$ cat config.mk
export PLATFORM = sky130hd
export DESIGN_NAME = sequencer_lut_loader
export DESIGN_NICKNAME = d
export VERILOG_FILES = /design/src/rtl/sequencer_pkg.sv /design/src/rtl/lut_checksum16.sv /design/src/rtl/sequencer_lut_loader.sv
export SDC_FILE = /design/constraint.sdc
export NUM_CORES = 1
export LEC_CHECK = 0
export ABC_AREA = 1
export ABC_CLOCK_PERIOD_IN_PS = 2330
export CAP_MARGIN = 40
export CORE_MARGIN = 5
export CORE_UTILIZATION = 43
export DETAILED_ROUTE_END_ITERATION = 8
export HOLD_SLACK_MARGIN = 0.08
export PLACE_DENSITY = 0.89
export SETUP_SLACK_MARGIN = 0.3
export SYNTH_ARGS = -nofsm -noshare
export SYNTH_HDL_FRONTEND = slang
export SYNTH_HIERARCHICAL = 1
export SYNTH_SLANG_ARGS = --single-unit
$ cat constraint.sdc
create_clock -name clk -period 2.33 [get_ports clk]
set_input_delay 0.699 -clock clk [delete_from_list [all_inputs] [get_ports clk]]
set_output_delay 0.699 -clock clk [all_outputs]
set_load 0.005 [all_outputs]
$ cat src/rtl/sequencer_pkg.sv
// sequencer_pkg: shared sequencer LUT word layout, state codes, loader states and checksum helper.
package sequencer_pkg;
  localparam int LUT_DATA_W = 29;
  localparam int LUT_ADDR_W = 8;
  typedef enum logic [2:0] {SEQ_RST, SEQ_FETCH, SEQ_SOF, SEQ_DATA, SEQ_REPEAT, SEQ_EOF, SEQ_NEXT, SEQ_HALT} seq_state_e;
  typedef struct packed {
    logic        sof;
    logic        eof;
    logic [15:0] data_length;
    logic [7:0]  repeat_count;
    logic [2:0]  next_state;
  } lut_word_t;
  typedef enum logic [2:0] {LD_IDLE, LD_CLEAR, LD_WRITE, LD_RCLEAR, LD_READ, LD_RDRAIN, LD_DONE, LD_ERROR} ld_state_e;
  function automatic logic [15:0] csum_add(input logic [15:0] sum, input logic [LUT_DATA_W-1:0] word);
    return sum + word[15:0] + {3'b000, word[28:16]};
  endfunction
endpackage

$ cat src/rtl/lut_checksum16.sv
// lut_checksum16: 16-bit wrapping checksum accumulator with clear and enable.
module lut_checksum16 import sequencer_pkg::*; (
  input  logic                  clk,
  input  logic                  reset_n_i,
  input  logic                  clr_i,
  input  logic                  en_i,
  input  logic [LUT_DATA_W-1:0] word_i,
  output logic [15:0]           sum_o
);
  logic [15:0] sum_q, sum_d;
  always_comb sum_d = clr_i ? 16'h0 : en_i ? csum_add(sum_q, word_i) : sum_q;
  always_ff @(posedge clk) begin
    if (!reset_n_i) sum_q <= '0;
    else sum_q <= sum_d;
  end
  assign sum_o = sum_q;
endmodule

$ cat src/rtl/sequencer_lut_loader.sv
// sequencer_lut_loader: streams command words into the sequencer LUT while holding it in reset.
// Define SEQ_LUT_VERIFY_EN to read the table back and gate completion on a checksum match.
module sequencer_lut_loader import sequencer_pkg::*; #(
  parameter int DATA_W     = LUT_DATA_W,
  parameter int ADDR_W     = LUT_ADDR_W,
  parameter int CLR_CYCLES = 2
) (
  input  logic              clk,
  input  logic              reset_n_i,
  input  logic              start_i,
  input  logic              cmd_valid_i,
  output logic              cmd_ready_o,
  input  logic [DATA_W-1:0] cmd_data_i,
  input  logic              cmd_last_i,
  output logic              seq_reset_o,
  output logic              lut_wen_o,
  output logic [DATA_W-1:0] lut_write_data_o,
  output logic              lut_rden_o,
  input  logic [DATA_W-1:0] lut_read_data_i,
  output logic              busy_o,
  output logic              load_done_o,
  output logic              load_error_o,
  output logic [ADDR_W:0]   entry_count_o,
  output logic [15:0]       checksum_o
);
  localparam logic [ADDR_W:0] MAX_ENTRIES = {1'b1, {ADDR_W{1'b0}}};
  localparam logic [7:0] CLR_LOAD = 8'(CLR_CYCLES - 1);
  ld_state_e state_q, state_d;
  logic [7:0] clr_q, clr_d;
  logic [ADDR_W:0] entry_q, entry_d;
  logic [DATA_W-1:0] wdata_q, wdata_d;
  logic wlast_q, wlast_d, wen_q, wen_d, ready_q, ready_d, seq_rst_q, seq_rst_d;
  logic busy_q, busy_d, done_q, done_d, err_q, err_d;
  logic start, beat;
  assign start = start_i && (state_q inside {LD_IDLE, LD_DONE, LD_ERROR});
  assign beat = cmd_valid_i && ready_q;
`ifdef SEQ_LUT_VERIFY_EN
  logic [ADDR_W:0] rcnt_q, rcnt_d;
  logic rden_q, rden_d, rvalid_q, rvalid_d;
  logic [15:0] rd_sum;
  logic rd_match;
  always_comb begin
    rcnt_d = (state_q == LD_READ) ? rcnt_q - 1'b1 : entry_q;
    rden_d = (state_d == LD_READ);
    rvalid_d = rden_q;
  end
  // The last readback word is still on the bus in RDRAIN, so fold it in here.
  assign rd_match = csum_add(rd_sum, lut_read_data_i) == checksum_o;
  always_ff @(posedge clk) begin
    if (!reset_n_i) begin
      rcnt_q <= '0;
      rden_q <= 1'b0;
      rvalid_q <= 1'b0;
    end else begin
      rcnt_q <= rcnt_d;
      rden_q <= rden_d;
      rvalid_q <= rvalid_d;
    end
  end
  lut_checksum16 u_rd_sum (.clk(clk), .reset_n_i(reset_n_i), .clr_i(start), .en_i(rvalid_q),
                           .word_i(lut_read_data_i), .sum_o(rd_sum));
  assign lut_rden_o = rden_q;
`else
  logic unused_read_data;
  assign unused_read_data = ^lut_read_data_i;
  assign lut_rden_o = 1'b0;
`endif
  always_comb begin
    state_d = state_q;
    clr_d = clr_q;
    entry_d = entry_q;
    wdata_d = wdata_q;
    wlast_d = 1'b0;
    wen_d = 1'b0;
    if (start) begin
      state_d = LD_CLEAR;
      clr_d = CLR_LOAD;
      entry_d = '0;
    end else begin
      case (state_q)
        LD_CLEAR: begin
          state_d = (clr_q == 0) ? LD_WRITE : LD_CLEAR;
          clr_d = clr_q - 1'b1;
        end
        LD_WRITE:
          // wlast_q marks the cycle the final strobe is out; leave only after it.
          if (wlast_q) begin
`ifdef SEQ_LUT_VERIFY_EN
            state_d = LD_RCLEAR;
`else
            state_d = LD_DONE;
`endif
            clr_d = CLR_LOAD;
          end else if (beat) begin
            if (entry_q == MAX_ENTRIES) state_d = LD_ERROR;
            else begin
              wen_d = 1'b1;
              wdata_d = cmd_data_i;
              entry_d = entry_q + 1'b1;
              wlast_d = cmd_last_i;
            end
          end
`ifdef SEQ_LUT_VERIFY_EN
        LD_RCLEAR: begin
          state_d = (clr_q == 0) ? LD_READ : LD_RCLEAR;
          clr_d = clr_q - 1'b1;
        end
        LD_READ: state_d = (rcnt_q == 1) ? LD_RDRAIN : LD_READ;
        LD_RDRAIN: state_d = rd_match ? LD_DONE : LD_ERROR;
`endif
        default: ;
      endcase
    end
    ready_d = (state_d == LD_WRITE) && !wlast_d;
    seq_rst_d = (state_d != LD_DONE);
    busy_d = !(state_d inside {LD_IDLE, LD_DONE, LD_ERROR});
    done_d = (state_d == LD_DONE) && (state_q != LD_DONE);
    err_d = (state_d == LD_ERROR);
  end
  always_ff @(posedge clk) begin
    if (!reset_n_i) begin
      state_q <= LD_IDLE;
      clr_q <= '0;
      entry_q <= '0;
      wdata_q <= '0;
      wlast_q <= 1'b0;
      wen_q <= 1'b0;
      ready_q <= 1'b0;
      seq_rst_q <= 1'b1;
      busy_q <= 1'b0;
      done_q <= 1'b0;
      err_q <= 1'b0;
    end else begin
      state_q <= state_d;
      clr_q <= clr_d;
      entry_q <= entry_d;
      wdata_q <= wdata_d;
      wlast_q <= wlast_d;
      wen_q <= wen_d;
      ready_q <= ready_d;
      seq_rst_q <= seq_rst_d;
      busy_q <= busy_d;
      done_q <= done_d;
      err_q <= err_d;
    end
  end
  lut_checksum16 u_wr_sum (.clk(clk), .reset_n_i(reset_n_i), .clr_i(start), .en_i(wen_d),
                           .word_i(cmd_data_i), .sum_o(checksum_o));
  assign cmd_ready_o = ready_q;
  assign seq_reset_o = seq_rst_q;
  assign lut_wen_o = wen_q;
  assign lut_write_data_o = wdata_q;
  assign busy_o = busy_q;
  assign load_done_o = done_q;
  assign load_error_o = err_q;
  assign entry_count_o = entry_q;
endmodule

Figure 1. Clock distribution (run 1).
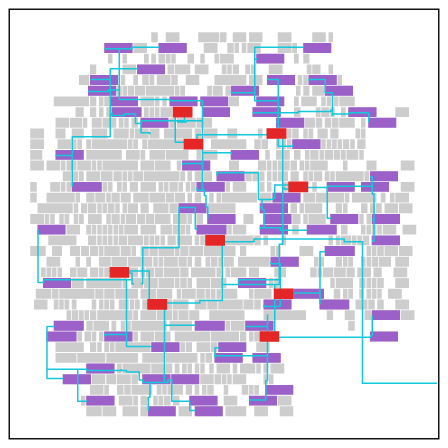
purple -> flip-flops  # count 72
cyan -> clock wires  # length 1030 µm
red -> cells driving clock nets  # count 9
routed clock nets = 10
Clk pwr share: 0.317
Clock Skew: 0.0144 ns
Clock Power: 1.02 mW
clk_lat worst skew: 0.35 ns

Figure 2. Placed standard cells (run 1).
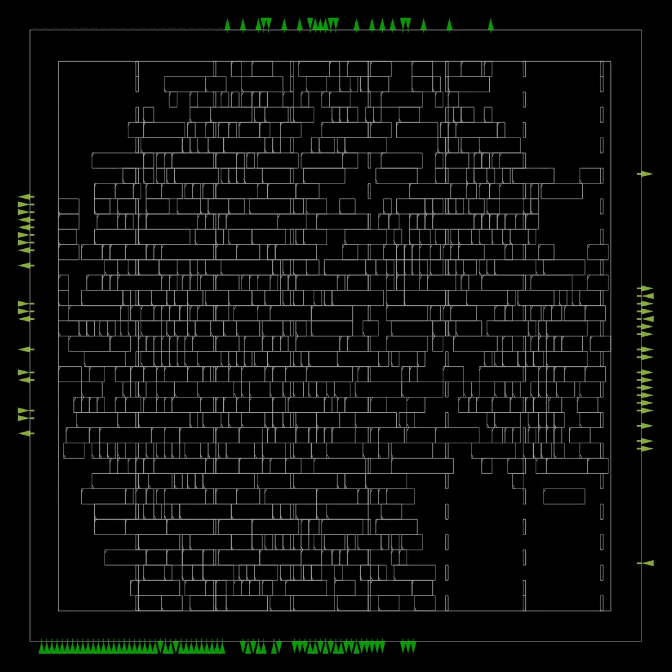
area of the core: 9640 µm²
Seq cells: 72
Fill cells: 747
final cell count without fillers: 864
tap cells: 133

Figure 3. Logic cells by family (run 1).
The bar under the picture is 20 µm long.
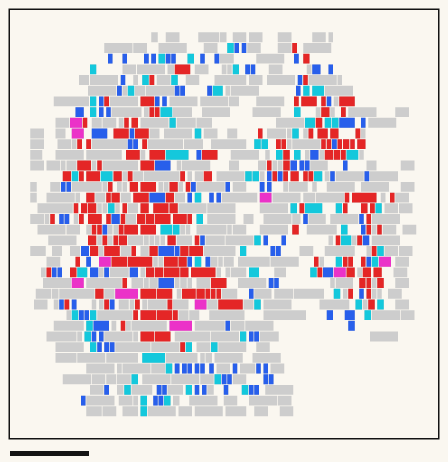
magenta -> XOR/XNOR gates  # cells 10
red -> NAND gates  # cells 168
blue -> NOR gates  # cells 129
cyan -> inverting AOI/OAI gates  # cells 75
logic share of the area: 0.458
most used logic cell in the final layout: nor2_1

Figure 4. A small window of the routed layout (run 1).
The bar under the picture is 10 µm long. Window x 42 to 67, y 20 to 45 µm. Cells in grey, sequential cells in the stronger grey; small squares are vias.
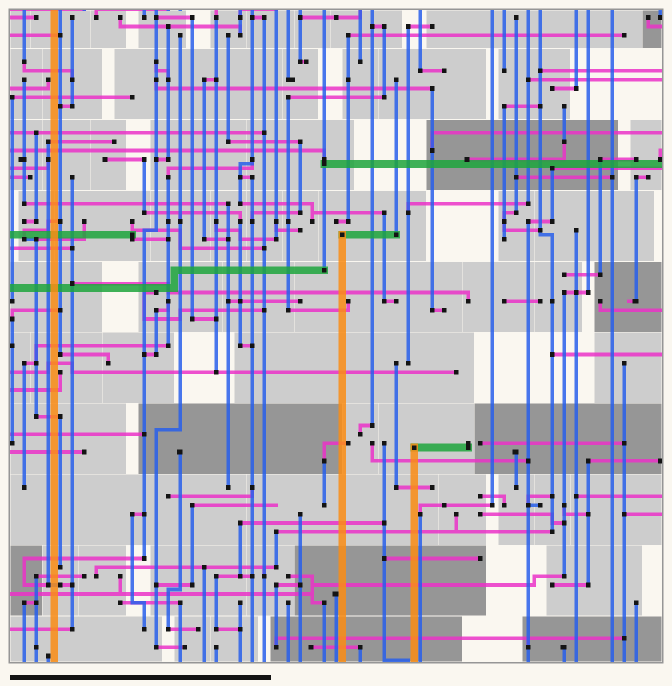
blue -> met2
green -> met3
orange -> met4
magenta -> met1
most frequent = nor2_1 (7)
netlist names of flops here include = lut_write_data_o (4), u_wr_sum/sum_o (2)
cells with their middle in the window = 62
sequential cells in the window = 6

==> flow_summary.toml, run 1 <==
# generated from flow reports
[power_and_ir_drop]
power_density_nw_per_um2 = 511
leakage_nw = 2.80
swShare = 0.323
internal_power_mw = 2.17
p_comb_uw = 924
p_seq_mw = 1.27
peakVddDrop_mv = 0.314
power_frac_comb = 0.288
p_sw_mw = 1.04
maxPowerGroup = "sequential cells"
power_mw = 3.21

[synth]
syn_inst = 605
synthArstFlopShare = 0
ys_ff = 72
synth_seq_share = 0.342
ys_cells = 605
avgSynthCellArea_um2 = 6.96
ff_type = "dfxtp_1"
yosysChipArea_um2 = 4210
synth_cell_types = 39

[setup_path]
cp_cell_sequence = "buf_6, fa_1, ha_4, inv_2, fa_2, nor2_4, nor2_2, nor2_2, nor2_1, nand2_1, nand3_1, nand2_1, inv_1"
path_class = "in2reg"
ff2ff_path_depth = 14
slowest_delay_ns = 0.57
cp-end-kind = "flop"
worstReg2RegEnd = "u_wr_sum/sum_o[9]"
crit_cells = 13
cp_max_fo = 3
worstPathArrival_ns = 2.55
crit_path_start_kind = "input pin"
reg2reg_from = "u_wr_sum/sum_o[0]"
r2r_slack_ns = 0.14
crit_family = "adder cells"
cp_num_buf_inv = 3

[timing]
hold_ws_ns = 0.449
fin_ws_ns = 0.0333
fin_crit_ns = 2.30
setup_violations = 0
setup_tns_ns = 0
finalCritPeriodShare = 0.986

[detailed_routing]
first_iter_violations = 326
vias = 4380
vias_per_cell = 5.07
drc = 0
dr.pass1.iters = 5

[global_route]
grt.met2_usage = 0.385
grt_max_degree = 39
grt_pass1_vias = 4246
grt_usage = 0.216
antenna_found_initial = 0
grt_busiest_layer = "met2"
grt_overflow = 0

[cts]
cts.sinks = 72
path_clk_slew_ns = 0.08
cts_buffers = 9
cts_tree = "yes"
cts_max_level = 3

[finish]
postLayoutCellArea_um2 = 6280
final_nets = 823
fin_util = 0.652
drive_gt1_frac = 0.289
final_cell_mix = "nor2_1, nand2_1, inv_1, clkdlybuf4s50_1, dfxtp_1"

[floorplanning]
initCoreUtil = 0.437
row_count = 36
die_x_um = 109
design.portCount = 124
die_area_um2 = 11900

[placed_design]
dp_hpwl_um = 8600
place_inst = 843

[min_path]
hold_start = "clr_q[5]"
hp-class = "reg2reg"
hold_depth = 1

[status]
run_status = "completed"

[run]
warning_count = 59
drv_cap = 0
run 1: synth_stat cells, types with 5 or more instances:
library cell	number	area [µm²]
nand2_1	123	462
nor2_1	117	439
inv_1	94	353
dfxtp_1	72	1440
o21ai_0	42	210
nand3_1	29	145
a21oi_1	22	110
ha_1	19	238
fa_1	14	280
nand4_1	7	43.8
xor2_1	7	61.3
buf_6	5	56.3
nor2_2	5	31.3
run 1: kinds of logic after synthesis:
group / synth area share
other cells: 0.000891
flops: 0.342
buf+inv: 0.117
compound gates: 0.0960
fa+ha+maj: 0.123
xor+xnor: 0.0208
simple gates: 0.300
run 1: worst max path at each step:
stage	start	end	slack, ns
3_5_place_dp	cmd_data_i[0]	u_wr_sum/sum_o[9]	-0.69
3_3_place_gp	cmd_data_i[0]	u_wr_sum/sum_o[9]	-0.67
4_1_cts	cmd_data_i[17]	u_wr_sum/sum_o[9]	0.07
6_report	cmd_data_i[17]	u_wr_sum/sum_o[9]	0.03
2_1_floorplan	cmd_data_i[1]	u_wr_sum/sum_o[9]	-0.09
5_1_grt	cmd_data_i[17]	u_wr_sum/sum_o[9]	-0.06
run 1: layout make-up:
cell class	instances	area (µm²)	share of cell area
tap	133	166	0.0265
clock inverter	4	55.1	0.00876
sequential	72	1450	0.231
clock buffer	11	141	0.0225
multi-input combinational	418	2880	0.458
inverter	99	384	0.0611
timing repair buffer	127	1210	0.192
run 1: per-layer routing:
metal | share of wire | vias to the layer above | routed length [µm]
met4 | 0.038 | 0 | 514
met5 | 0 | - | 0
met1 | 0.39 | 2021 | 5270
met3 | 0.062 | 50 | 830
met2 | 0.51 | 199 | 6830
li1 | - | 2110 | -
run 1: repair_timing:
item,in CTS,in global routing
gates cloned,0,0
pin swaps,72,67
buffers inserted,1,5
endpoints found under the hold margin,0,0
endpoints found under the setup margin,15,21
gates resized,174,79
==> inputs of run 2 (changes only) <==
CORE_UTILIZATION = 35   (was 43)
GPL_TIMING_DRIVEN = 0   (was default)
PLACE_DENSITY = default   (was 0.89)
PLACE_DENSITY_LB_ADDON = 0.3   (was default)
==> run 2 against run 1 <==
Net effect:
- power up 4.7%
- sequential share of layout area up 0.55 points
- highest routed layer unchanged
- wire length shrank 5.4%
- cell count increased by 1.4%
==> flow_summary.toml, run 2 <==
# generated from flow reports
[status]
run_status = "completed"

[timing]
setup_tns_ns = 0
fin_ws_ns = 0.0219
setup_violations = 0
finalCritPeriodShare = 0.991
fin_crit_ns = 2.31
hold_ws_ns = 0.450

[floorplanning]
die_x_um = 120
initCoreUtil = 0.353
design.portCount = 124
core_um2 = 11900

[synth]
yosysChipArea_um2 = 4210
top_cell = "nand2_1"
top_cells_by_count = "nand2_1, nor2_1, inv_1"
synthArstFlopShare = 0
ff_type = "dfxtp_1"
largest_area_cell = "dfxtp_1"
synth_seq_share = 0.342
ys_cells = 605
avgSynthCellArea_um2 = 6.96
netlist.area_leader.share = 0.342
syn_inst = 605
ys_ff = 72

[detailed_routing]
m1WireLength_um = 5420
vias = 4177
dr.pass1.iters = 6
wl_met3_um = 546
drc = 0
top_layer_used = "met4"
first_iter_violations = 253
wl_met2_um = 6530

[setup_path]
crit_family = "adder cells"
reg2reg_from = "u_wr_sum/sum_o[1]"
path_class = "in2reg"
startpoint = "cmd_data_i[1]"
slowest_delay_ns = 0.54
cp-end-kind = "flop"
r2r_slack_ns = 0.18
crit_path_start_kind = "input pin"

[cts]
cts_buffers = 9
cts_tree = "yes"
cts.sinks = 72
clkLatencyLatePin_ns = 0.33
cts_max_level = 3

[min_path]
hp-class = "reg2reg"
hold_start = "clr_q[5]"

[finish]
mostFrequentLayoutCell = "nor2_1"
drive_gt1_frac = 0.246
nFillCells = 1094

[global_route]
grt_busiest_layer = "met2"
grt_overflow = 0
grt.met2_usage = 0.327
antenna_found_initial = 0
grt_max_degree = 13

[power_and_ir_drop]
leakage_nw = 2.71
power_mw = 3.36
power_density_nw_per_um2 = 551
peakVddDrop_mv = 0.262

[placed_design]
dp_hpwl_um = 9380

[run]
warning_count = 59
drv_cap = 0
[run 2: layout make-up]
type / count / area [µm²] / area share
Multi-Input combinational cell: 418 / 2700 / 0.441
Sequential cell: 72 / 1450 / 0.237
Timing Repair Buffer: 108 / 970 / 0.159
Inverter: 99 / 379 / 0.0621
Clock buffer: 11 / 253 / 0.0414
Tap cell: 147 / 184 / 0.0301
Buffer: 16 / 148 / 0.0242
Clock inverter: 5 / 31.3 / 0.00512
[run 2: what timing repair did]
action,CTS,global route
endpoints found under the setup margin,17,23
resized,164,37
setup buffers,11,4
hold buffers,0,0
pin swaps,56,31
[run 2: worst paths after layout]
| path | depth (start not counted) | endpoint |
|---|---|---|
| setup reg to reg | 9 | u_wr_sum/sum_o[3] |
| hold reg to reg | 1 | clr_q[5] |
| hold / removal | 1 | clr_q[5] |
| setup / recovery | 10 | u_wr_sum/sum_o[3] |
[run 2: report_power, final]
part / total, mW / leakage (nW) / switching [mW] / internal (mW)
logic: 0.782 / 1.98 / 0.448 / 0.334
registers: 1.27 / 0.583 / 0.0171 / 1.26
clock network: 1.31 / 0.141 / 0.535 / 0.775
total: 3.36 / 2.71 / 1.00 / 2.36
[run 2: per-stage QoR]
step	instance area, µm²	util	std cells
4_1_cts	5960	0.500	872
3_5_place_dp	5490	0.461	845
5_1_grt	6110	0.513	876
2_1_floorplan	4380	-	605
6_report	6110	0.513	876
3_3_place_gp	5490	0.461	845
[run 2: cells by family (layout without fill, tap and decap cells)]
logic type                 after synthesis  after routing  share of synthesized area
xor gates and xnor gates                10             10                     0.0208
buffers and inverters                  115            239                      0.117
DFF                                     72             72                      0.342
adders and majority gates               33             33                      0.123
other                                    1              1                   0.000891
and+or+nand+nor                        299            299                      0.300
AOI/OAI and AO/OA                       75             75                     0.0960
Figure 5. Placed standard cells (run 2).
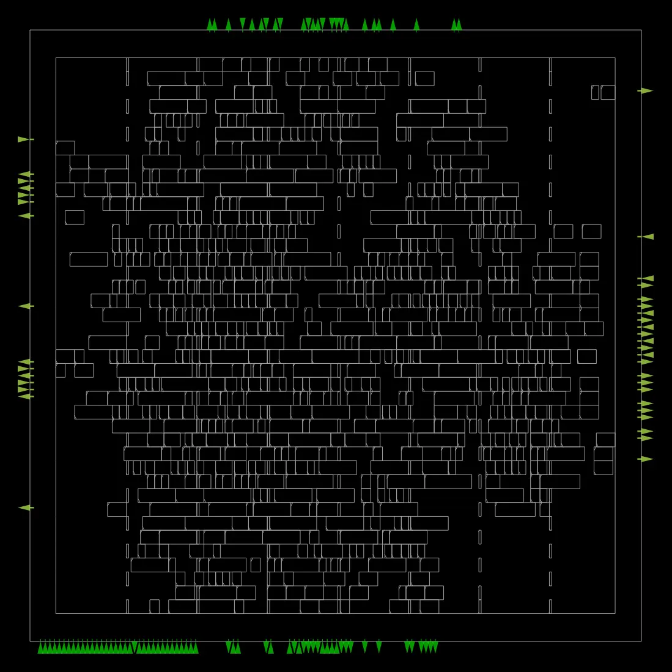
FP Rows: 40
final cell count without fillers: 876
Layout Utilization: 0.513

Power is estimated from default activity; no workload was simulated.
